<file path="src/rtl/record_step_sequencer.sv">
// Drains 2-word motion records from the record FIFO and turns each into
// direction levels plus a train of step pulses with programmable period.
module record_step_sequencer #(
  parameter int WORD_SIZE    = 8,
  parameter int PULSE_CYCLES = 4,
  parameter int SETUP_CYCLES = 2
) (
  input  logic                 clk,
  input  logic                 rst,
  input  logic                 enable,
  input  logic [15:0]          step_period,
  input  logic                 fifo_empty,
  input  logic [WORD_SIZE-1:0] fifo_data,
  output logic                 fifo_read_en,
  output logic [3:0]           step,
  output logic [3:0]           dir,
  output logic                 busy,
  output logic                 record_done,
  output logic [7:0]           steps_left
);

  typedef enum logic [3:0] {
    IDLE,
    RD0,
    CAP0,
    RD1,
    CAP1,
    SETUP,
    HIGH,
    LOW,
    DONE
  } state_t;

  localparam logic [15:0] MIN_PERIOD = 16'(2 * PULSE_CYCLES);
  localparam logic [15:0] PULSE_LEN  = 16'(PULSE_CYCLES);
  localparam logic [15:0] HIGH_LOAD  = 16'(PULSE_CYCLES - 1);
  localparam logic [15:0] SETUP_LOAD = 16'(SETUP_CYCLES - 1);

  state_t      state;
  logic [15:0] timer;
  logic [15:0] period;
  logic [3:0]  mask;
  logic [3:0]  dir_shadow;

  // The RD1 read is gated so a partial record stalls without popping an empty FIFO.
  assign fifo_read_en = (state == RD0) || ((state == RD1) && !fifo_empty);

  always_ff @(posedge clk) begin
    if (rst) begin
      state       <= IDLE;
      timer       <= '0;
      period      <= '0;
      mask        <= '0;
      dir_shadow  <= '0;
      step        <= '0;
      dir         <= '0;
      busy        <= 1'b0;
      record_done <= 1'b0;
      steps_left  <= '0;
    end else begin
      record_done <= 1'b0;
      case (state)
        IDLE: begin
          if (enable && !fifo_empty) begin
            state <= RD0;
            busy  <= 1'b1;
          end
        end
        RD0: state <= CAP0;
        CAP0: begin
          mask       <= fifo_data[3:0];
          dir_shadow <= fifo_data[7:4];
          state      <= RD1;
        end
        RD1: begin
          if (!fifo_empty) state <= CAP1;
        end
        CAP1: begin
          steps_left <= fifo_data[7:0];
          dir        <= dir_shadow;
          period     <= (step_period < MIN_PERIOD) ? MIN_PERIOD : step_period;
          timer      <= SETUP_LOAD;
          if (fifo_data[7:0] == 8'd0) begin
            state       <= DONE;
            record_done <= 1'b1;
          end else begin
            state <= SETUP;
          end
        end
        SETUP: begin
          if (timer == 16'd0) begin
            state <= HIGH;
            step  <= mask;
            timer <= HIGH_LOAD;
          end else begin
            timer <= timer - 16'd1;
          end
        end
        HIGH: begin
          if (timer == 16'd0) begin
            state      <= LOW;
            step       <= '0;
            steps_left <= steps_left - 8'd1;
            timer      <= period - PULSE_LEN - 16'd1;
          end else begin
            timer <= timer - 16'd1;
          end
        end
        // Period is at least twice the pulse width, so the LOW load never underflows.
        LOW: begin
          if (timer == 16'd0) begin
            if (steps_left != 8'd0) begin
              state <= HIGH;
              step  <= mask;
              timer <= HIGH_LOAD;
            end else begin
              state       <= DONE;
              record_done <= 1'b1;
            end
          end else begin
            timer <= timer - 16'd1;
          end
        end
        DONE: begin
          state <= IDLE;
          busy  <= 1'b0;
        end
        default: begin
          state <= IDLE;
          busy  <= 1'b0;
        end
      endcase
    end
  end

endmodule
</file>
<file path="config.mk">
export PLATFORM = sky130hd
export DESIGN_NAME = record_step_sequencer
export DESIGN_NICKNAME = d
export VERILOG_FILES = /design/src/rtl/record_step_sequencer.sv
export SDC_FILE = /design/constraint.sdc
export NUM_CORES = 1
export LEC_CHECK = 0
export CAP_MARGIN = 20
export CORE_UTILIZATION = 40
export CTS_BUF_LIST = sky130_fd_sc_hd__clkbuf_8 sky130_fd_sc_hd__clkbuf_16
export DETAILED_ROUTE_END_ITERATION = 8
export GPL_ROUTABILITY_DRIVEN = 0
export GPL_TIMING_DRIVEN = 0
export PLACE_DENSITY = 0.59
export SLEW_MARGIN = 0
export SYNTH_ARGS = -nofsm -noshare
export SYNTH_HDL_FRONTEND = slang
export SYNTH_SLANG_ARGS = --single-unit
</file>
<file path="constraint.sdc">
create_clock -name clk -period 2.8 [get_ports clk]
set_clock_uncertainty 0.1 [all_clocks]
set_input_delay 0.56 -clock clk [delete_from_list [all_inputs] [get_ports clk]]
set_output_delay 0.56 -clock clk [all_outputs]
set_load 0.02 [all_outputs]
</file>
**Run 1: clock routing**

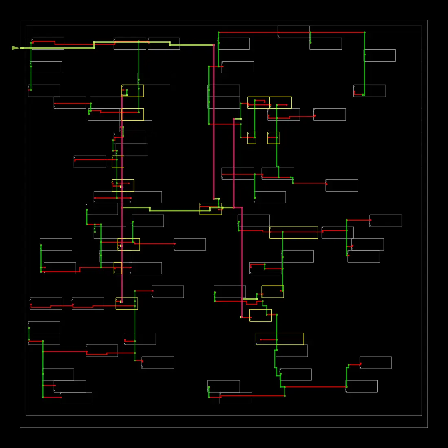
power in the clock group: 882 µW
number of clock buffers in the layout: 10

**Run 1: cell sizes after repair**

The bar under the picture is 20 µm long.
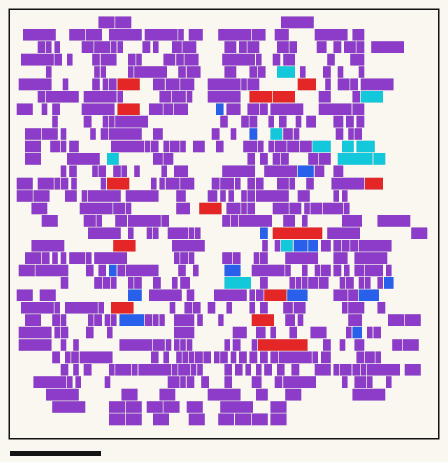
blue -> _2 cells  # cells 14, share 2.7%
red -> _6 and larger  # cells 14, share 2.7%
cyan -> _3 and _4 cells  # cells 11, share 2.2%
purple -> _0 and _1 cells  # cells 471, share 92%

==> summary.txt, run 1 <==
Flow results are below.

- The flow ran to the end, and the final reports show no timing, DRC or antenna violations.
- The last element of the critical path is steps_left[0], for reference.
- The power consumption is 2317 µW, for reference.
- Per the cell usage report, the commonest logic cells after layout are 83 x sky130_fd_sc_hd__nand2_1, 62 x sky130_fd_sc_hd__dfxtp_1, 59 x sky130_fd_sc_hd__a21oi_1.
- After layout, the worst setup slack is 0.1153 ns.
- TritonCTS built the clock tree.
- The final cell utilization of the core is 0.5152, for reference.
- The fraction of final cell area spent on non-clock buffers in this run is 0.1402.
- The DRC violation total left in the routed layout is recorded as 0.
- The capture instance of the worst register-to-register path is steps_left[0], for reference.
- In the power breakdown, the internal column shows 1646 µW.
- The OpenROAD warning count is 28, for reference.
- Final hold analysis gives a worst-case slack of 0.3631 ns.
- The chip area estimate from yosys synthesis is 3373 µm², for reference.
- Multi-input combinational cells in the finished layout were counted as 345.
- The number of nets at the end of the flow is 538, for reference.
- Setup repair after global routing left no endpoint under its margin.
- The share of synthesized cell area in full adder, half adder and majority cells is 0.01855, for reference.
- For met3 alone, demand over resource in global routing was 0.03317.
- The register clock-pin slew on the reported worst setup and hold paths is 0.07 ns, for reference.
- After synthesis, the cell types taking the most area are sky130_fd_sc_hd__dfxtp_1 37%, sky130_fd_sc_hd__nand2_1 9.2%, sky130_fd_sc_hd__a21oi_1 8.8%, sky130_fd_sc_hd__nor2_1 3.4%, sky130_fd_sc_hd__o21ai_0 3.1%.
- The worst setup path is captured at a flop.
- The number of clock buffers added by TritonCTS is 9.
- Once layout is complete, the cells apart from fillers number 615.
- The fraction of power consumed by sequential logic is 0.404, for reference.
- Per the timing report, the biggest fanout along the worst path comes to 8.
- Pins over their slew limit in the final report were tallied at 0.
- The startpoint of the most critical hold path is step[3], for reference.
- Yosys instantiated no cell more often than sky130_fd_sc_hd__nand2_1.
- The switching portion of total power comes to 0.2897.
- The proportion of register bits with asynchronous set or reset after synthesis is 0, for reference.
- The time the worst path needs with I/O delays and setup is 2.685 ns, for reference.
- The via count of the first global-routing pass came to 3276.
- Across every metal layer, demand over resource in global routing totals 0.2323.
- The distinct cell type count after synthesis is 52, for reference.
**Run 1: clock network drawn from the DEF**

The bar under the picture is 20 µm long.
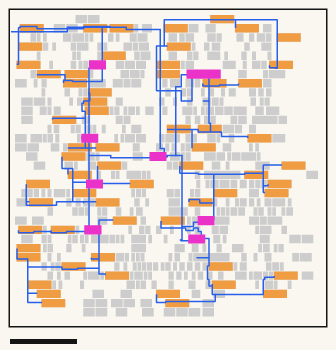
orange -> flip-flops  # count 62
magenta -> clock drivers  # count 9
blue -> clock wires  # length 854 µm
flops lie = widely spread
routed clock nets = 10
clock insertion delay at the later pin of the skew report: 0.34 ns
share of total power in the clock network: 0.381

run 1: registers in the layout, summed over array words and instances (netlist names):
signal	flops
step	4
record_done	1
dir	4
state	4
period	16
busy	1
timer	16
mask	4
dir_shadow	4
steps_left	8
run 1: critical path, stage by stage, from the launching register on:
cell and delay, ns:
sky130_fd_sc_hd__dfxtp_1 0.34, sky130_fd_sc_hd__inv_1 0.11, sky130_fd_sc_hd__ha_1 0.17, sky130_fd_sc_hd__or4b_4 0.51
sky130_fd_sc_hd__or4_4 0.56, sky130_fd_sc_hd__buf_6 0.16, sky130_fd_sc_hd__o21ai_4 0.29, sky130_fd_sc_hd__o21ai_2 0.11
sky130_fd_sc_hd__a221oi_2 0.26
==> run 1 -> run 2 <==
--- a/config.mk
+++ b/config.mk
@@ -6,6 +6,7 @@
 export NUM_CORES = 1
 export LEC_CHECK = 0
 export CAP_MARGIN = 20
+export CORE_ASPECT_RATIO = 0.75
 export CORE_UTILIZATION = 40
 export CTS_BUF_LIST = sky130_fd_sc_hd__clkbuf_8 sky130_fd_sc_hd__clkbuf_16
 export DETAILED_ROUTE_END_ITERATION = 8
**Run 2: cell sizes after repair**

The bar under the picture is 20 µm long.
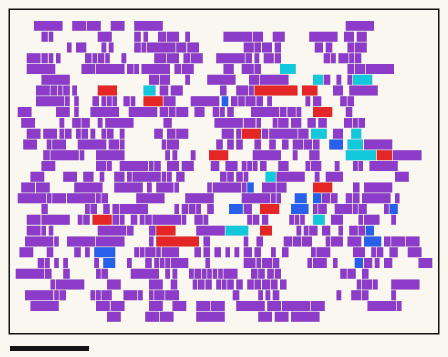
purple -> _0 and _1 cells  # cells 471, share 93%
blue -> _2 cells  # cells 13, share 2.6%
red -> _6 and larger  # cells 14, share 2.8%
cyan -> _3 and _4 cells  # cells 11, share 2.2%

==> run 2 against run 1 <==
Against the previous run:
- power rose by 0.51%
- synthesized cell count did not move
- largest power group unchanged
- combinational power barely moved
- hold slack got worse by 0.0049 ns
- sequential share of layout area barely moved
- register-to-register slack got worse by 0.06 ns
==> summary.txt, run 2 <==
Flow results are below.

- The type of origin of the critical path is a flop (unchanged), for reference.
- The power consumption is 2329 µW (was 2317 µW), for reference.
- The synthesized netlist cell count is 445 (unchanged).
- The average detailed-routed wire length per instance is 16.11 µm (was 15.63 µm).
- Run status: finished clean (unchanged).
- The sequential cell area share is 0.2952 (was 0.2947).
- The global-route wire length before repair is 15950 µm (was 15970 µm), for reference.
- The maximum fanout encountered on the critical timing path is 6 (was 8), for reference.
- The number of nets at the end of the flow came to 537 (was 538).
- The design area is 4205 µm² (was 4212 µm²), for reference.
- The number of logic stages on the critical path including buffering is 8 (unchanged), for reference.
- The largest stage delay on the critical path was 0.56 ns (about the same).
- The insertion delay at the late pin of the worst-skew pair is 0.35 ns (was 0.34 ns), for reference.
- The register bit count reported by yosys is 62 (unchanged).
- The post-detailed-placement cell area was 3965 µm² (unchanged).
- The total grt overflow is 0 (unchanged).
- The startpoint of the most critical hold path is dir[3] (was step[3]), for reference.
- The register-to-register setup slack is 0.05 ns (was 0.12 ns).
- The clock tree from TritonCTS is yes (unchanged), for reference.
- The register clock-pin slew on the reported worst setup and hold paths is 0.08 ns (was 0.07 ns), for reference.
- The global routing usage summed across all routing layers is 0.2374 (was 0.2323), for reference.
- The final cell utilization of the core is 0.5242 (was 0.5152), for reference.
- The post-synthesis cell area was 3373 µm² (unchanged).
- The OpenROAD warning count is 28 (unchanged).
- The power density relative to cell area came to 553.8 nW/µm² (was 550.2 nW/µm²).
- The arrival time of data at the critical path endpoint came to 2.86 ns (was 2.84 ns).
- Biggest area cells: sky130_fd_sc_hd__dfxtp_1 37%, sky130_fd_sc_hd__nand2_1 9.2%, sky130_fd_sc_hd__a21oi_1 8.8%, sky130_fd_sc_hd__nor2_1 3.4%, sky130_fd_sc_hd__o21ai_0 3.1% (unchanged).
- The number of inserted diodes is 0 (unchanged).
- The last element of the critical path is step[0] (was steps_left[0]).
- The met2 layer wire length in the routed design is 3930 µm (was 4184 µm), for reference.
- The number of rows created at floorplan is 28 (was 33), for reference.
- The placeable core area came to 8023 µm² (was 8175 µm²).
- The number of buffers added by the clock tree synthesis step is 9 (unchanged), for reference.
- The share of layout cells above drive strength 1 is 0.07466 (was 0.07647), for reference.
- The number of combinational gates with multiple inputs is 345 (unchanged).
- The maximum clock path buffer count is 2 (unchanged), for reference.
- The cell class contributing the biggest share of worst-path delay is simple AND/OR/NAND/NOR gates (unchanged).
- The total placed cells including tap cells was 596 (unchanged).
- The number of non-filler instances in the completed layout came to 614 (was 615).
- The total of warnings raised by yosys was 0 (unchanged).
- The chip area estimate from yosys synthesis is 3373 µm² (unchanged), for reference.
- The max-slew violation count was 0 (unchanged).
- The count of clock-net buffers in the final layout is 9 (was 10), for reference.
- The standard cell with the maximum stage delay on the critical path is sky130_fd_sc_hd__or4_4 (unchanged).
- Setup repair after global routing missed its margin: false (unchanged).
- The main flop type after synthesis is sky130_fd_sc_hd__dfxtp_1 (unchanged), for reference.
- The leakage power is 0.001441 µW (about the same).
- The x dimension of the die is 108.0 µm (was 93.83 µm), for reference.
- The multi-input combinational cell area is 1976 µm² (was 1973 µm²).
- The tapcell count was 105 (unchanged).
- Most instantiated logic cells after routing: 83 x sky130_fd_sc_hd__nand2_1, 62 x sky130_fd_sc_hd__dfxtp_1, 59 x sky130_fd_sc_hd__a21oi_1 (unchanged).
- The synthesized area per cell was 7.580 µm² (unchanged).
- The critical path capture point type is a flop (unchanged).
- The final-layout non-clock buffer area share was 0.1386 (was 0.1402).
- The count of flip-flops with a built-in enable after synthesis is 0 (unchanged), for reference.
- The final worst slack is 0.05313 ns (was 0.1153 ns).
- The hold slack is 0.3581 ns (was 0.3631 ns), for reference.
- The distinct cell type count after synthesis is 52 (unchanged), for reference.
- The part of the cycle the worst path needs is 0.9810 (was 0.9588), for reference.
- The capture instance of the worst register-to-register path is step[0] (was steps_left[0]).
- The starting utilization of the core area is 0.4205 (was 0.4126), for reference.
- The time the worst path needs with I/O delays and setup is 2.747 ns (was 2.685 ns), for reference.
- The highest layer used for signal routing is met4 (unchanged), for reference.
- The cell count in the Yosys report was 445 (unchanged).
- The met3 track demand over resource came to 0.06032 (was 0.03317).
- The number of filler instances in the final layout is 792 (was 834).
- Largest registers: period (16), timer (16), steps_left (8) (unchanged).
- The residual antenna-violating net count after detailed routing is 0 (unchanged).
- The share of synthesized area occupied by flip-flops and latches is 0.3680 (unchanged).
- The master cell of the clock root buffer is sky130_fd_sc_hd__clkbuf_8 (unchanged), for reference.
- The worst voltage drop across the vdd grid was 0.2617 mV (was 0.2840 mV).
- The DRC violations left was 0 (unchanged).
- The proportion of netlist area held by the largest area contributor came to 0.3680 (unchanged).
- The number of input and output port buffers inserted was 46 (unchanged).
- The proportion of register bits with asynchronous set or reset after synthesis is 0 (unchanged).
- The via count of the first global-routing pass is 3159 (was 3276), for reference.
- The top cell type by instance count after synthesis is sky130_fd_sc_hd__nand2_1 (unchanged).
- The area growth from synthesis to final layout is 24.67% (was 24.85%), for reference.
- The relative max-transition margin came to 0.5085 (was 0.5130).
- The launching point of the worst reg2reg path is timer[0] (unchanged).
- The count of TritonRoute iterations in the first routing pass is 5 (unchanged), for reference.
- Series of cell instances along the critical path: inv_1 > ha_1 > or4b_4 > or4_4 > buf_6 > or3_1 > nand2_1 > a21oi_1 (was inv_1 > ha_1 > or4b_4 > or4_4 > buf_6 > o21ai_4 > o21ai_2 > a221oi_2).
- The total buffers and inverters traversed by the critical path is 2 (unchanged).
-- run 2: power by group --
group	switching [µW]	internal [µW]
Combinational	292	204
Clock	392	504
Sequential	22.6	915
Total	706	1620
-- run 2: kinds of logic (layout without fill, tap and decap cells) --
kind of cell    after synthesis  after routing  share of synthesized area
buf+inv                      38            102                    0.04710
fa+ha+maj                     5              5                    0.01855
compound gates              126            126                     0.2311
simple gates                200            200                     0.2990
flops                        62             62                     0.3680
xor+xnor                     14             14                    0.03635
-- run 2: timing repair --
item                                    4_1_cts  5_1_grt
pin swaps                                     1        1
hold endpoints to repair                      0        0
resized                                       1        1
buffers inserted                              2        0
endpoints found under the setup margin        9        2
==> run 2 -> run 3 <==
--- a/config.mk
+++ b/config.mk
@@ -11,7 +11,7 @@
 export CTS_BUF_LIST = sky130_fd_sc_hd__clkbuf_8 sky130_fd_sc_hd__clkbuf_16
 export DETAILED_ROUTE_END_ITERATION = 8
 export GPL_ROUTABILITY_DRIVEN = 0
-export GPL_TIMING_DRIVEN = 0
+export GPL_TIMING_DRIVEN = 1
 export PLACE_DENSITY = 0.59
 export SLEW_MARGIN = 0
 export SYNTH_ARGS = -nofsm -noshare
==> run 3 against run 2 <==
Against the previous run:
- sequential share of layout area up 0.27 points
- synthesized cell count unchanged
- hold slack worse by 0.00063 ns
- clock power up 0.9%
- non-clock buffer count down 14
- design area down 0.89%
- power down 1.0%
- via count down 1.3%
- register-to-register slack better by 0.14 ns
- critical path type unchanged
- largest power group unchanged
==> summary.txt, run 3 <==
Flow results are below.

- The post-CTS repair timing setup buffer count is 0 (was 2), for reference.
- The power consumption is 2306 µW (was 2329 µW), for reference.
- The max-slew violation count came to 0 (unchanged).
- The count of clock-net buffers in the final layout was 10 (was 9).
- The area growth from synthesis to final layout is 23.55% (was 24.67%), for reference.
- The internal cell power is 1624 µW (was 1623 µW), for reference.
- The share of synthesized area occupied by flip-flops and latches is 0.3680 (unchanged).
- The design area came to 4168 µm² (was 4205 µm²).
- The share of layout cells above drive strength 1 was 0.08889 (was 0.07466).
- The post-synthesis cell area came to 3373 µm² (unchanged).
- The power density relative to cell area is 553.2 nW/µm² (was 553.8 nW/µm²), for reference.
- The time the worst path needs with I/O delays and setup is 2.607 ns (was 2.747 ns), for reference.
- The capture instance of the worst register-to-register path was timer[12] (was step[0]).
- The number of combinational gates with multiple inputs was 345 (unchanged).
- Biggest area cells: sky130_fd_sc_hd__dfxtp_1 37%, sky130_fd_sc_hd__nand2_1 9.2%, sky130_fd_sc_hd__a21oi_1 8.8%, sky130_fd_sc_hd__nor2_1 3.4%, sky130_fd_sc_hd__o21ai_0 3.1% (unchanged).
- The part of the cycle the worst path needs is 0.9311 (was 0.9810), for reference.
- The cell class with the largest area share is multi-input combinational cells (unchanged), for reference.
- The total of warnings raised by yosys was 0 (unchanged).
- The distinct cell type count after synthesis is 52 (unchanged).
- The power consumed by combinational cells is 440 µW (was 496 µW), for reference.
- The highest-power group is sequential cells (unchanged), for reference.
- The insertion delay at the late pin of the worst-skew pair is 0.36 ns (was 0.35 ns), for reference.
- The OpenROAD warning count is 28 (unchanged).
- The final-layout non-clock buffer area share is 0.1309 (was 0.1386), for reference.
- The part of the power in combinational logic is 0.191 (was 0.213).
- The number of instances resized during post-cts repair was 0 (was 1).
- The global-route wire length before repair is 15760 µm (was 15950 µm), for reference.
- The count of flip-flops with a built-in enable after synthesis was 0 (unchanged).
- The master cell of the clock root buffer was sky130_fd_sc_hd__clkbuf_8 (unchanged).
- The residual antenna-violating net count after detailed routing came to 0 (unchanged).
- The met3 track demand over resource is 0.05873 (was 0.06032), for reference.
- The power attributed to sequential cells is 962 µW (was 937 µW), for reference.
- The number of nets at the end of the flow is 523 (was 537), for reference.
- The top cell type by instance count after synthesis is sky130_fd_sc_hd__nand2_1 (unchanged), for reference.
- The synthesized area per cell was 7.580 µm² (unchanged).
- The switching part of the total power is 0.2956 (was 0.3032), for reference.
- The relative max-transition margin is 0.5110 (was 0.5085).
- The type of origin of the critical path is a flop (unchanged).
- The number of input and output port buffers inserted came to 46 (unchanged).
- The final worst slack is 0.1930 ns (was 0.05313 ns), for reference.
- The highest layer used for signal routing is met4 (unchanged), for reference.
- The switching component of the power is 681.6 µW (was 706.0 µW), for reference.
- The post-detailed-placement cell area is 3944 µm² (was 3965 µm²), for reference.
- The chip area estimate from yosys synthesis is 3373 µm² (unchanged).
- The via count of the first global-routing pass came to 3099 (was 3159).
- The cell count in the Yosys report is 445 (unchanged), for reference.
- The proportion of netlist area held by the largest area contributor is 0.3680 (unchanged), for reference.
- The x dimension of the die came to 108.0 µm (unchanged).
- The arrival time of data at the critical path endpoint was 2.77 ns (was 2.86 ns).
- The total grt overflow is 0 (unchanged), for reference.
- The number of non-filler instances in the completed layout is 600 (was 614), for reference.
- Most instantiated logic cells after routing: 83 x sky130_fd_sc_hd__nand2_1, 62 x sky130_fd_sc_hd__dfxtp_1, 59 x sky130_fd_sc_hd__a21oi_1 (unchanged).
- The number of rows created at floorplan is 28 (unchanged), for reference.
- The sequential cell area share came to 0.2978 (was 0.2952).
- Run status: finished clean (unchanged).
- The last element of the critical path is timer[12] (was step[0]).
- The clock share of power is 0.392 (was 0.385), for reference.
- The maximum fanout encountered on the critical timing path is 6 (unchanged), for reference.
- The met2 layer wire length in the routed design is 3831 µm (was 3930 µm).
- The main flop type after synthesis is sky130_fd_sc_hd__dfxtp_1 (unchanged).
- The register clock-pin slew on the reported worst setup and hold paths was 0.07 ns (was 0.08 ns).
- The clock tree from TritonCTS is yes (unchanged), for reference.
- The number of inserted diodes is 0 (unchanged), for reference.
- The critical path capture point type is a flop (unchanged), for reference.
- The synthesized netlist cell count is 445 (unchanged), for reference.
- The final cell utilization of the core came to 0.5195 (was 0.5242).
- The number of buffers added by the clock tree synthesis step was 9 (unchanged).
- The average detailed-routed wire length per instance is 16.19 µm (was 16.11 µm), for reference.
- Largest registers: period (16), timer (16), steps_left (8) (unchanged).
- The tapcell count is 105 (unchanged), for reference.
- The launching point of the worst reg2reg path was timer[0] (unchanged).
- The fraction of power consumed by sequential logic was 0.417 (was 0.402).
- The DRC violations left is 0 (unchanged).
- The number of filler instances in the final layout is 783 (was 792), for reference.
- The worst voltage drop across the vdd grid is 0.3514 mV (was 0.2617 mV).
- The leakage power came to 0.001454 µW (was 0.001441 µW).
run 3: critical path, cell delays in order, from the launching register on:
cell	delay, ns
sky130_fd_sc_hd__dfxtp_1	0.34
sky130_fd_sc_hd__inv_1	0.11
sky130_fd_sc_hd__ha_1	0.16
sky130_fd_sc_hd__or4b_4	0.51
sky130_fd_sc_hd__or4_4	0.60
sky130_fd_sc_hd__or3_1	0.47
sky130_fd_sc_hd__o211ai_1	0.22
run 3: cell families after synthesis:
| logic type | after synthesis | share of synthesized area |
|---|---|---|
| AND-OR/OR-AND | 126 | 0.2311 |
| XOR/XNOR | 14 | 0.03635 |
| adder cells (fa/ha/maj) | 5 | 0.01855 |
| buffers and inverters | 38 | 0.04710 |
| flip-flops | 62 | 0.3680 |
| AND/OR/NAND/NOR | 200 | 0.2990 |
**Run 3: clock routing**

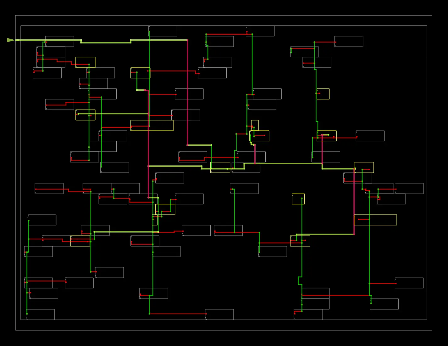
power in the clock group: 904 µW
TritonCTS sink count: 62

Power and IR drop assume default switching activity.
